Run 1, I/O pins on the die edge:
Scale: 3 px per um. Pins as bars across the die edge, other pins in gray.
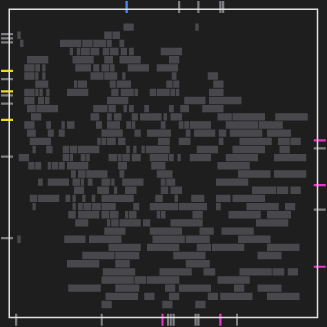
Run 1, clock nets:
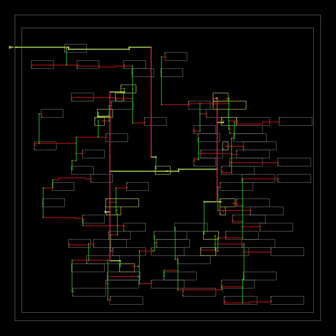
Run 1, clock distribution:
Scale: 6 px per um.
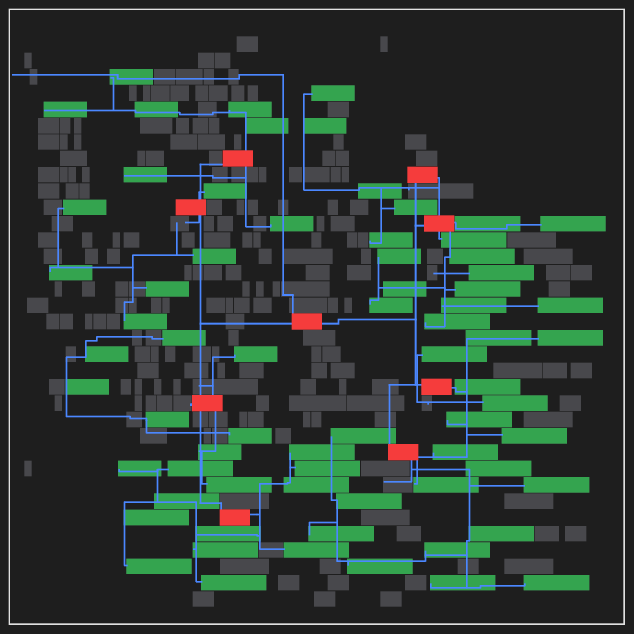
`src/rtl/rob_commit_pkg.sv`:
```
// Shared ROB types: destination register type and per-entry record.
// Depth default used by rob_commit; the ROB_EXP_EN macro enables exceptions.
package rob_commit_pkg;

  localparam int RobDepth = 8;
  localparam int RegBits  = 5;

  typedef logic [RegBits-1:0] RegFile_t;

  typedef struct packed {
    logic     valid;
    logic     done;
    logic     exp;
    RegFile_t rd;
  } RobEntry_t;

endpackage

```
`src/rtl/rob_commit_ptr.sv`:
```
// Wrapping head/tail pointers and occupancy count for the ROB.
// DEPTH must be a power of two so pointer overflow wraps naturally.
module rob_ptr #(
  parameter  int DEPTH = 8,
  localparam int AW    = $clog2(DEPTH)
) (
  input  logic          clk_i,
  input  logic          reset_i,
  input  logic          inc_alloc_i,
  input  logic          inc_commit_i,
  input  logic          clear_i,
  output logic [AW-1:0] head_o,
  output logic [AW-1:0] tail_o,
  output logic [AW:0]   count_o,
  output logic          full_o,
  output logic          empty_o
);

  logic [AW-1:0] head_q, head_d;
  logic [AW-1:0] tail_q, tail_d;
  logic [AW:0]   count_q, count_d;

  always_comb begin
    head_d  = head_q;
    tail_d  = tail_q;
    count_d = count_q;
    if (inc_commit_i) head_d = head_q + AW'(1);
    if (inc_alloc_i)  tail_d = tail_q + AW'(1);
    unique case ({inc_alloc_i, inc_commit_i})
      2'b10:   count_d = count_q + (AW+1)'(1);
      2'b01:   count_d = count_q - (AW+1)'(1);
      default: count_d = count_q;
    endcase
  end

  always_ff @(posedge clk_i) begin
    if (reset_i || clear_i) begin
      head_q  <= '0;
      tail_q  <= '0;
      count_q <= '0;
    end else begin
      head_q  <= head_d;
      tail_q  <= tail_d;
      count_q <= count_d;
    end
  end

  assign head_o  = head_q;
  assign tail_o  = tail_q;
  assign count_o = count_q;
  assign full_o  = (count_q == (AW+1)'(DEPTH));
  assign empty_o = (count_q == '0);

endmodule

```
`src/rtl/rob_commit.sv`:
```
// Reorder buffer: allocate at decode, collect writebacks, retire in order.
// Define ROB_EXP_EN to store exception bits and flush on an excepting head.
module rob_commit
  import rob_commit_pkg::*;
#(
  parameter  int ROB_DEPTH = RobDepth,
  localparam int ROB       = $clog2(ROB_DEPTH)
) (
  input  logic           clk,
  input  logic           reset,
  input  logic           dec_e_,
  input  logic           dec_invalid,
  input  RegFile_t       dec_rd,
  output logic [ROB-1:0] dec_rob_id,
  output logic           rob_full,
  input  logic           wb_e_,
  input  logic [ROB-1:0] wb_rob_id,
  input  logic           wb_exp,
  output logic           commit_e_,
  output logic [ROB-1:0] com_rob_id,
  output RegFile_t       com_rd,
  output logic           flush_,
  output logic [ROB-1:0] exp_rob_id
);

  logic [ROB_DEPTH-1:0] valid_q;
  logic [ROB_DEPTH-1:0] done_q;
  logic [ROB_DEPTH-1:0] exp_q;
  RegFile_t             rd_q [ROB_DEPTH];

  logic [ROB-1:0] head, tail;
  logic [ROB:0]   count;
  logic           full, empty;
  logic           alloc, commit, flush, wb_hit;
  RobEntry_t      head_e;

  rob_ptr #(.DEPTH(ROB_DEPTH)) u_ptr (
    .clk_i        (clk),
    .reset_i      (reset),
    .inc_alloc_i  (alloc),
    .inc_commit_i (commit),
    .clear_i      (flush),
    .head_o       (head),
    .tail_o       (tail),
    .count_o      (count),
    .full_o       (full),
    .empty_o      (empty)
  );

  assign head_e = '{valid: valid_q[head], done: done_q[head],
                    exp: exp_q[head], rd: rd_q[head]};

  assign wb_hit = !wb_e_ && valid_q[wb_rob_id];
  assign commit = !empty && head_e.valid && head_e.done && !head_e.exp;
  assign flush  = head_e.valid && head_e.done && head_e.exp;
  assign alloc  = !dec_e_ && !full && !flush;

  always_ff @(posedge clk) begin
    if (reset || flush) begin
      valid_q <= '0;
      done_q  <= '0;
    end else begin
      if (wb_hit) done_q[wb_rob_id] <= 1'b1;
      if (commit) valid_q[head] <= 1'b0;
      if (alloc) begin
        valid_q[tail] <= 1'b1;
        done_q[tail]  <= dec_invalid;
      end
    end
  end

`ifdef ROB_EXP_EN
  always_ff @(posedge clk) begin
    if (reset || flush) begin
      exp_q <= '0;
    end else begin
      if (wb_hit) exp_q[wb_rob_id] <= wb_exp;
      if (alloc) exp_q[tail] <= 1'b0;
    end
  end
`else
  logic unused_wb_exp;
  assign unused_wb_exp = wb_exp;
  assign exp_q = '0;
`endif

  // Destination tag needs no reset: it is only read behind valid.
  always_ff @(posedge clk) begin
    if (alloc) rd_q[tail] <= dec_rd;
  end

  logic [ROB:0] unused_count;
  assign unused_count = count;

  assign dec_rob_id = tail;
  assign rob_full   = full;
  assign commit_e_  = !commit;
  assign com_rob_id = head;
  assign com_rd     = head_e.rd;
  assign flush_     = !flush;
  assign exp_rob_id = flush ? head : '0;

endmodule
```
`config.mk`:
```
export PLATFORM = sky130hd
export DESIGN_NAME = rob_commit
export DESIGN_NICKNAME = d
export VERILOG_FILES = /design/src/rtl/rob_commit_pkg.sv /design/src/rtl/rob_commit_ptr.sv /design/src/rtl/rob_commit.sv
export SDC_FILE = /design/constraint.sdc
export NUM_CORES = 1
export LEC_CHECK = 0
export CAP_MARGIN = 20
export CORE_MARGIN = 2
export CORE_UTILIZATION = 33
export DETAILED_ROUTE_END_ITERATION = 6
export MAX_ROUTING_LAYER = met4
export PLACE_DENSITY = 0.48
export RECOVER_POWER = 25
export SETUP_SLACK_MARGIN = 0.02
export SYNTH_ARGS = -nofsm -noshare
export SYNTH_HDL_FRONTEND = slang
export SYNTH_SLANG_ARGS = --single-unit
```
`constraint.sdc`:
```
create_clock -name clk -period 3.5 [get_ports clk]
set_clock_uncertainty 0.05 [all_clocks]
set_input_delay 0.525 -clock clk [delete_from_list [all_inputs] [get_ports clk]]
set_output_delay 0.525 -clock clk [all_outputs]
set_load 0.01 [all_outputs]
```
==> Changelog: implementation, run 1 <==
### Implementation results

- Final GP Congestion: 0.798
- Tool warnings: 28
- Leakage: 1.27 nW
- Post-CTS setup buffers: 0
- Max reg flops: 40
- Initial DRC Count: 60
- Fin. Hold Viols: 0
- GR peak layer: met2
- Top Layout Cells: edfxtp_1, dfxtp_1, clkdlybuf4s50_1
- CP top delay family: multiplexers
- Top cells by area: edfxtp_1, dfxtp_1, mux4_2, mux2_2, a21oi_1
- Drt total wl: 6.85 mm
- Largest cell class: registers
- Met3 Usage GRT: 2.87%
- Aoi share: 11.5%
- Final nets: 292
- Post-DP HPWL: 4.80 mm
- Gate power share: 8.0%
- # diodes: 0
- Sequential share of the synthesized area: 55.9%
- Seq. pwr: 0.897 mW
- MI comb area: 1280 um2
- Worst Setup SP: u_ptr.head_o[1]
- Total power: 1.76 mW
- Switch share: 22.6%
- Worst Setup EP: commit_e_
- CP Class: reg2out
- DRC: 0
- Max-Cap Viols: 0
- EDFF count, synth: 40
- Fin area: 3780 um2
- Cells in synth_stat.txt: 244
- Post-route worst setup slack: 0.366 ns
- Crit-path cells: mux4_2, mux2_2, nand3_4, nor2_2, inv_1, clkdlybuf4s50_1
- Reg clk slew, reported paths: 0.07 ns
- Syn Inst Count: 244
- Pwr Density: 467 nW/um2
- Die area: 10500 um2
- NetSw: 0.399 mW
- MUX area fraction: 12.4%
- Signal buffers: 30
- Ports: 31
- Post-Syn Area: 3190 um2
- Non-clock buffer share: 7.62%
- Status: finished clean
- Critical Path Start Type: register
- Number of logic gates: 151
- P_comb: 0.141 mW
- Adder share: 1.96%
- Largest registers: rd_q (40), done_q (8), valid_q (8)
- Final critical-path required period: 3.13 ns
- Slew @ Worst Pin: 0.617 ns
- Root buffer cell: clkbuf_8
- Grt met2 use: 23.0%
- RSZ-0062 raised after global routing: false
- Seq/total area: 47.2%
- First-pass GRT wire length: 10.9 mm
- Most common cell in the netlist: edfxtp_1
- GRT Total Usage: 14.9%
- Vias: 2006
- Reg-to-Reg Start: u_ptr.head_o[1]
- Antenna violations before repair: 0
Notes on 'I/O pins on the die edge' above:
[magenta] com_rd | pins: 5 | direction: output | edge: 3 east, 2 south
[yellow] dec_rob_id | pins: 3 | direction: output | edge: west
[blue] commit_e_ | pins: 1 | direction: output | edge: north
all pins by edge: 11 west, 10 south, 5 east, 5 north
die width: 102 um
DIE HEIGHT: 102 um
IO buf count: 25

Notes on 'clock nets' above:
cts bufs inserted: 9
Seq cells: 69
P_clk: 0.726 mW
clock buf count: 10
# clock sinks: 69

Notes on 'clock distribution' above:
[blue] clock wires | length: 938 um
[red] cells driving clock nets | count: 9
[green] flip-flops | count: 69
routed clock nets: 10
Clk pwr share: 41.2%
latest clock arrival within the worst-skew pair: 0.34 ns

==> run 1 -> run 2 <==
--- a/config.mk
+++ b/config.mk
@@ -7,10 +7,10 @@
 export LEC_CHECK = 0
 export CAP_MARGIN = 20
 export CORE_MARGIN = 2
-export CORE_UTILIZATION = 33
+export CORE_UTILIZATION = 30
 export DETAILED_ROUTE_END_ITERATION = 6
 export MAX_ROUTING_LAYER = met4
-export PLACE_DENSITY = 0.48
+export PLACE_DENSITY = 0.44
 export RECOVER_POWER = 25
 export SETUP_SLACK_MARGIN = 0.02
 export SYNTH_ARGS = -nofsm -noshare
Run 2, clock distribution:
Scale: 6 px per um.
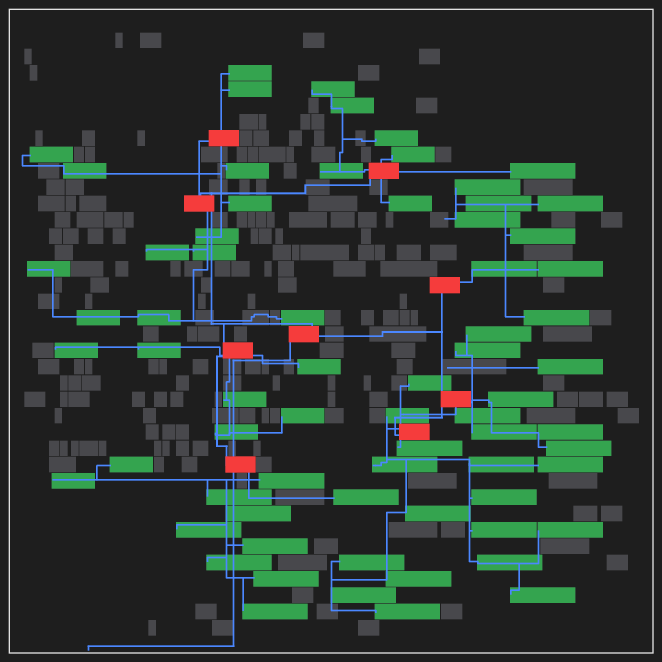
[red] cells driving clock nets | count: 9
[blue] clock wires | length: 940 um
[green] flip-flops | count: 69
flops lie: all over the die
Clk pwr share: 39.3%
P_clk: 0.673 mW

Run 2, I/O pins on the die edge:
Scale: 2 px per um. Pins as bars across the die edge, other pins in gray.
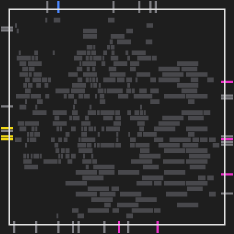
[yellow] dec_rob_id | pins: 3 | direction: output | edge: west
[blue] commit_e_ | pins: 1 | direction: output | edge: north
[magenta] com_rd | pins: 5 | direction: output | edge: 3 east, 2 south
all pins by edge: 9 south, 9 east, 7 west, 6 north
DIE HEIGHT: 107 um
die width: 107 um

==> Changelog: implementation, run 2 <==
### Implementation results

- Status: finished clean
- NetSw: 0.427 mW (+7.0%)
- MI comb area: 1280 um2 (unchanged)
- Placed standard-cell area: 3560 um2
- Ports: 31 (unchanged)
- First-pass DRT Iterations: 4
- Internal: 1.28 mW
- Synth Register Bits: 69
- FF+latch area: 1780 um2
- Cells in synth_stat.txt: 244 (unchanged)
- Vias: 2023 (+0.85%)
- Placed Instances: 398
- Relative slew slack: 60.2%
- Gate power share: 8.3% (+0.3 points)
- GRT Total Usage: 13.8% (-1.0 points)
- Highest-count logic cell in the final layout: edfxtp_1
- # diodes: 0 (unchanged)
- MUX area fraction: 12.4% (unchanged)
- Grt met2 use: 21.8% (-1.2 points)
- Most common cell in the netlist: edfxtp_1
- Seq cells: 69 (unchanged)
- Root buffer cell: clkbuf_8
- Largest cell class: registers
- Worst R2R End: u_ptr.count_o[2]
- Signal buffers: 30 (unchanged)
- Non-Filler Instances: 414
- Total power: 1.71 mW (-3.0%)
- Logic share of the area: 33.9%
- WL met2: 3.48 mm
- Die area: 11500 um2 (+9.6%)
- Tool warnings: 28 (unchanged)
- Aoi share: 11.5% (unchanged)
- Sum Neg Setup Slack: 0 ns
- Cts repair resizes: 0
- Top Layout Cells: edfxtp_1, dfxtp_1, clkdlybuf4s50_1
- Min-delay src: valid_q[7]
- CP Class: reg2out
- Clock network area share: 5.39%
- Switch share: 24.9% (+2.3 points)
- Met3 Usage GRT: 3.28% (+0.41 points)
- Syn Inst Count: 244 (unchanged)
- Max reg flops: 40 (unchanged)
- Adder share: 1.96% (unchanged)
- GR peak layer: met2
- Final GP Congestion: 0.840 (+5.2%)
- Cts bufs inserted: 9 (unchanged)
- Crit-path cells: mux4_2, mux2_2, nand3_4, nor2_2, inv_1, clkdlybuf4s50_1
- Met3 WL: 203 um
- M1 GR Usage: 17.3%
- Maximum clock insertion buffer count: 2
- Top cells by area: edfxtp_1, dfxtp_1, mux4_2, mux2_2, a21oi_1
- IO buf count: 25 (unchanged)
- Initial DRC Count: 62 (+3.3%)
- DR WL/cell: 17.3 um
- Drt total wl: 7.14 mm (+4.3%)
- Max-Cap Viols: 0 (unchanged)
- Post-Syn Area: 3190 um2 (unchanged)
- Critical Path Start Type: register
- Wl on met1: 3.38 mm
- Leakage: 1.26 nW (-0.57%)
- Seq pwr share: 52.4%
- CTS tree: yes
- Worst min-delay path endpoint: valid_q[7]
- Post-synth area from yosys stat: 3190 um2
- Mapped Avg Cell Area: 13.1 um2
- Final critical-path required period: 3.14 ns (+0.00143 ns)
- CP top delay family: multiplexers
- Sequential share of the synthesized area: 55.9% (unchanged)
- Fin area: 3760 um2 (-0.33%)
- Slowest CP cell: mux4_2
- DRC: 0 (unchanged)
- Reg-to-Reg Start: u_ptr.head_o[1]
- Worst Setup SP: u_ptr.head_o[1]
- Antenna violations before repair: 0 (unchanged)
- Post-DP HPWL: 4.87 mm (+1.6%)
- Fin crit share: 89.6%
- Fmax: 0.319 GHz
- Antenna-violating nets left: 0
- Fin. Hold Viols: 0 (unchanged)
- Synth top cells by count: edfxtp_1, dfxtp_1, nor2_1
- Largest registers: rd_q (40), done_q (8), valid_q (8)
- Reg clk slew, reported paths: 0.08 ns (about the same)
- Share of layout cells above drive strength 1: 20.9%
- Post-layout util: 36.5%
- Seq. pwr: 0.896 mW (about the same)
- Top logic family: multiplexers
- Worst hold slack: 0.451 ns
- Number of logic gates: 151 (unchanged)
- Post-CTS setup buffers: 0 (unchanged)
- VDD IR max: 0.150 mV
- # clock sinks: 69 (unchanged)
- Worst Path Buf+Inv: 2
- First-pass GRT wire length: 11.3 mm (+3.5%)
- RSZ-0062 raised after global routing: false
- Vias in the first global route: 1991
- Inverter count: 12
- Max-area cell share: 37.7%
- Slew @ Worst Pin: 0.596 ns (-0.0209 ns)
- Non-clock buffer share: 7.65% (+0.025 points)
- Post-route worst setup slack: 0.365 ns (-0.00144 ns)
- EDFF count, synth: 40 (unchanged)
- Pwr Density: 455 nW/um2 (-2.7%)
- P_comb: 0.142 mW (about the same)
- Seq/total area: 47.3% (+0.16 points)
- Worst Setup EP: commit_e_
- Final nets: 292 (unchanged)
- Ys Warns: 0
Run 2, clock nets:
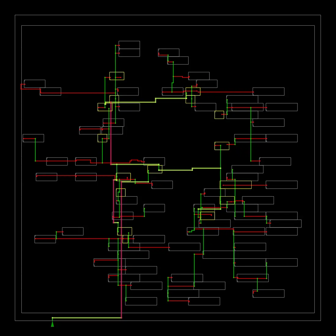
latest clock arrival within the worst-skew pair: 0.35 ns
clock buf count: 9

==> run 2 -> run 3 <==
--- a/config.mk
+++ b/config.mk
@@ -13,6 +13,7 @@
 export PLACE_DENSITY = 0.44
 export RECOVER_POWER = 25
 export SETUP_SLACK_MARGIN = 0.02
+export SLEW_MARGIN = 5
 export SYNTH_ARGS = -nofsm -noshare
 export SYNTH_HDL_FRONTEND = slang
 export SYNTH_SLANG_ARGS = --single-unit
Run 3, metal 2:
Scale: 3 px per um. Cells faint in the background.
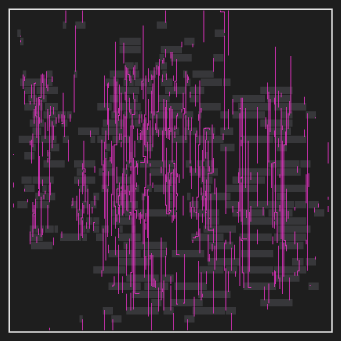
wire length on this layer: 3480 um
longest straight run: 55.1 um
share of all routed wire: 49%
drt total wl: 7.14 mm
Vias: 2023
grt met2 use: 21.8%

Run 3, clock distribution:
Scale: 6 px per um.
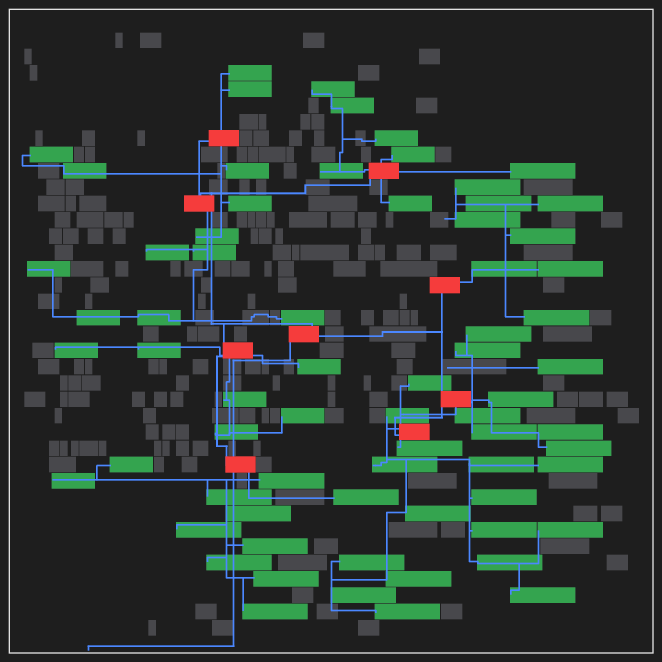
[blue] clock wires | length: 940 um
[red] cells driving clock nets | count: 9
[green] flip-flops | count: 69
routed clock nets: 10
flops lie: all over the die

Run 3, clock nets:
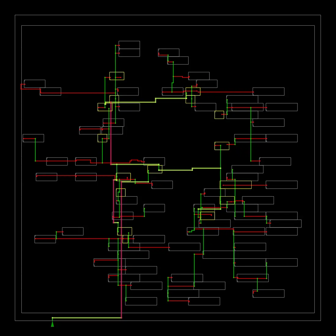

==> Changelog: implementation, run 3 <==
### Implementation results

- Ports: 31 (unchanged)
- Largest cell class: registers
- NetSw: 0.427 mW (unchanged)
- Final critical-path required period: 3.14 ns (unchanged)
- Cells in synth_stat.txt: 244 (unchanged)
- Logic share of the area: 33.9% (unchanged)
- Top cells by area: edfxtp_1, dfxtp_1, mux4_2, mux2_2, a21oi_1
- Crit-path cells: mux4_2, mux2_2, nand3_4, nor2_2, inv_1, clkdlybuf4s50_1
- Inverter count: 12 (unchanged)
- MI comb area: 1280 um2 (unchanged)
- DIE HEIGHT: 107 um (unchanged)
- Root buffer cell: clkbuf_8
- Most common cell in the netlist: edfxtp_1
- DR WL/cell: 17.3 um (unchanged)
- Non-Filler Instances: 414 (unchanged)
- Final nets: 292 (unchanged)
- Max-area cell share: 37.7% (unchanged)
- Leakage: 1.26 nW (unchanged)
- Fin area: 3760 um2 (unchanged)
- Pwr Density: 455 nW/um2 (unchanged)
- Cts bufs inserted: 9 (unchanged)
- Synth Register Bits: 69 (unchanged)
- Sum Neg Setup Slack: 0 ns (unchanged)
- Floorplan core area: 10300 um2
- Post-synth area from yosys stat: 3190 um2 (unchanged)
- Post-Syn Area: 3190 um2 (unchanged)
- Min-delay src: valid_q[7]
- Post-layout util: 36.5% (unchanged)
- Ys Warns: 0 (unchanged)
- Post-route worst setup slack: 0.365 ns (unchanged)
- Post-DP HPWL: 4.87 mm (unchanged)
- CP top delay family: multiplexers
- Met3 Usage GRT: 3.28% (unchanged)
- Relative slew slack: 60.2% (unchanged)
- Seq pwr share: 52.4% (about the same)
- Gate power share: 8.3% (about the same)
- Wl on met1: 3.38 mm (unchanged)
- Vias in the first global route: 1991 (unchanged)
- Clock network area share: 5.39% (unchanged)
- Placed Instances: 398 (unchanged)
- Seq cells: 69 (unchanged)
- Antenna violations before repair: 0 (unchanged)
- Clk pwr share: 39.3% (about the same)
- VDD IR max: 0.150 mV (unchanged)
- Non-clock buffer share: 7.65% (unchanged)
- Worst Path Buf+Inv: 2 (unchanged)
- Worst R2R End: u_ptr.count_o[2]
- Sequential share of the synthesized area: 55.9% (unchanged)
- First-pass DRT Iterations: 4 (unchanged)
- Seq/total area: 47.3% (unchanged)
- Adder share: 1.96% (unchanged)
- EDFF count, synth: 40 (unchanged)
- Maximum clock insertion buffer count: 2 (unchanged)
- Top Layout Cells: edfxtp_1, dfxtp_1, clkdlybuf4s50_1
- Internal: 1.28 mW (unchanged)
- Reg-to-Reg Start: u_ptr.head_o[1]
- P_comb: 0.142 mW (about the same)
- Worst Setup SP: u_ptr.head_o[1]
- First-pass GRT wire length: 11.3 mm (unchanged)
- # clock sinks: 69 (unchanged)
- Fin. Hold Viols: 0 (unchanged)
- Initial DRC Count: 62 (unchanged)
- Tool warnings: 28 (unchanged)
- DRC: 0 (unchanged)
- Highest-count logic cell in the final layout: edfxtp_1
- MUX area fraction: 12.4% (unchanged)
- Total power: 1.71 mW (unchanged)
- WL met2: 3.48 mm (unchanged)
- Slew @ Worst Pin: 0.596 ns (unchanged)
- Aoi share: 11.5% (unchanged)
- IO buf count: 25 (unchanged)
- Reg clk slew, reported paths: 0.08 ns (about the same)
- Top logic family: multiplexers
- FF+latch area: 1780 um2 (unchanged)
- Met3 WL: 203 um (unchanged)
- Max reg flops: 40 (unchanged)
- GRT Total Usage: 13.8% (unchanged)
- Seq. pwr: 0.896 mW (about the same)
- Worst min-delay path endpoint: valid_q[7]
- Final GP Congestion: 0.840 (unchanged)
- M1 GR Usage: 17.3% (unchanged)
- Fmax: 0.319 GHz (unchanged)
- Switch share: 24.9% (unchanged)
- Signal buffers: 30 (unchanged)
- Syn Inst Count: 244 (unchanged)
- Largest registers: rd_q (40), done_q (8), valid_q (8)
- Synth top cells by count: edfxtp_1, dfxtp_1, nor2_1
- Worst hold slack: 0.451 ns (unchanged)
- Fin crit share: 89.6% (unchanged)
- # diodes: 0 (unchanged)
- CP Class: reg2out
- Antenna-violating nets left: 0 (unchanged)
- Status: finished clean
Power is estimated from default activity; no workload was simulated.
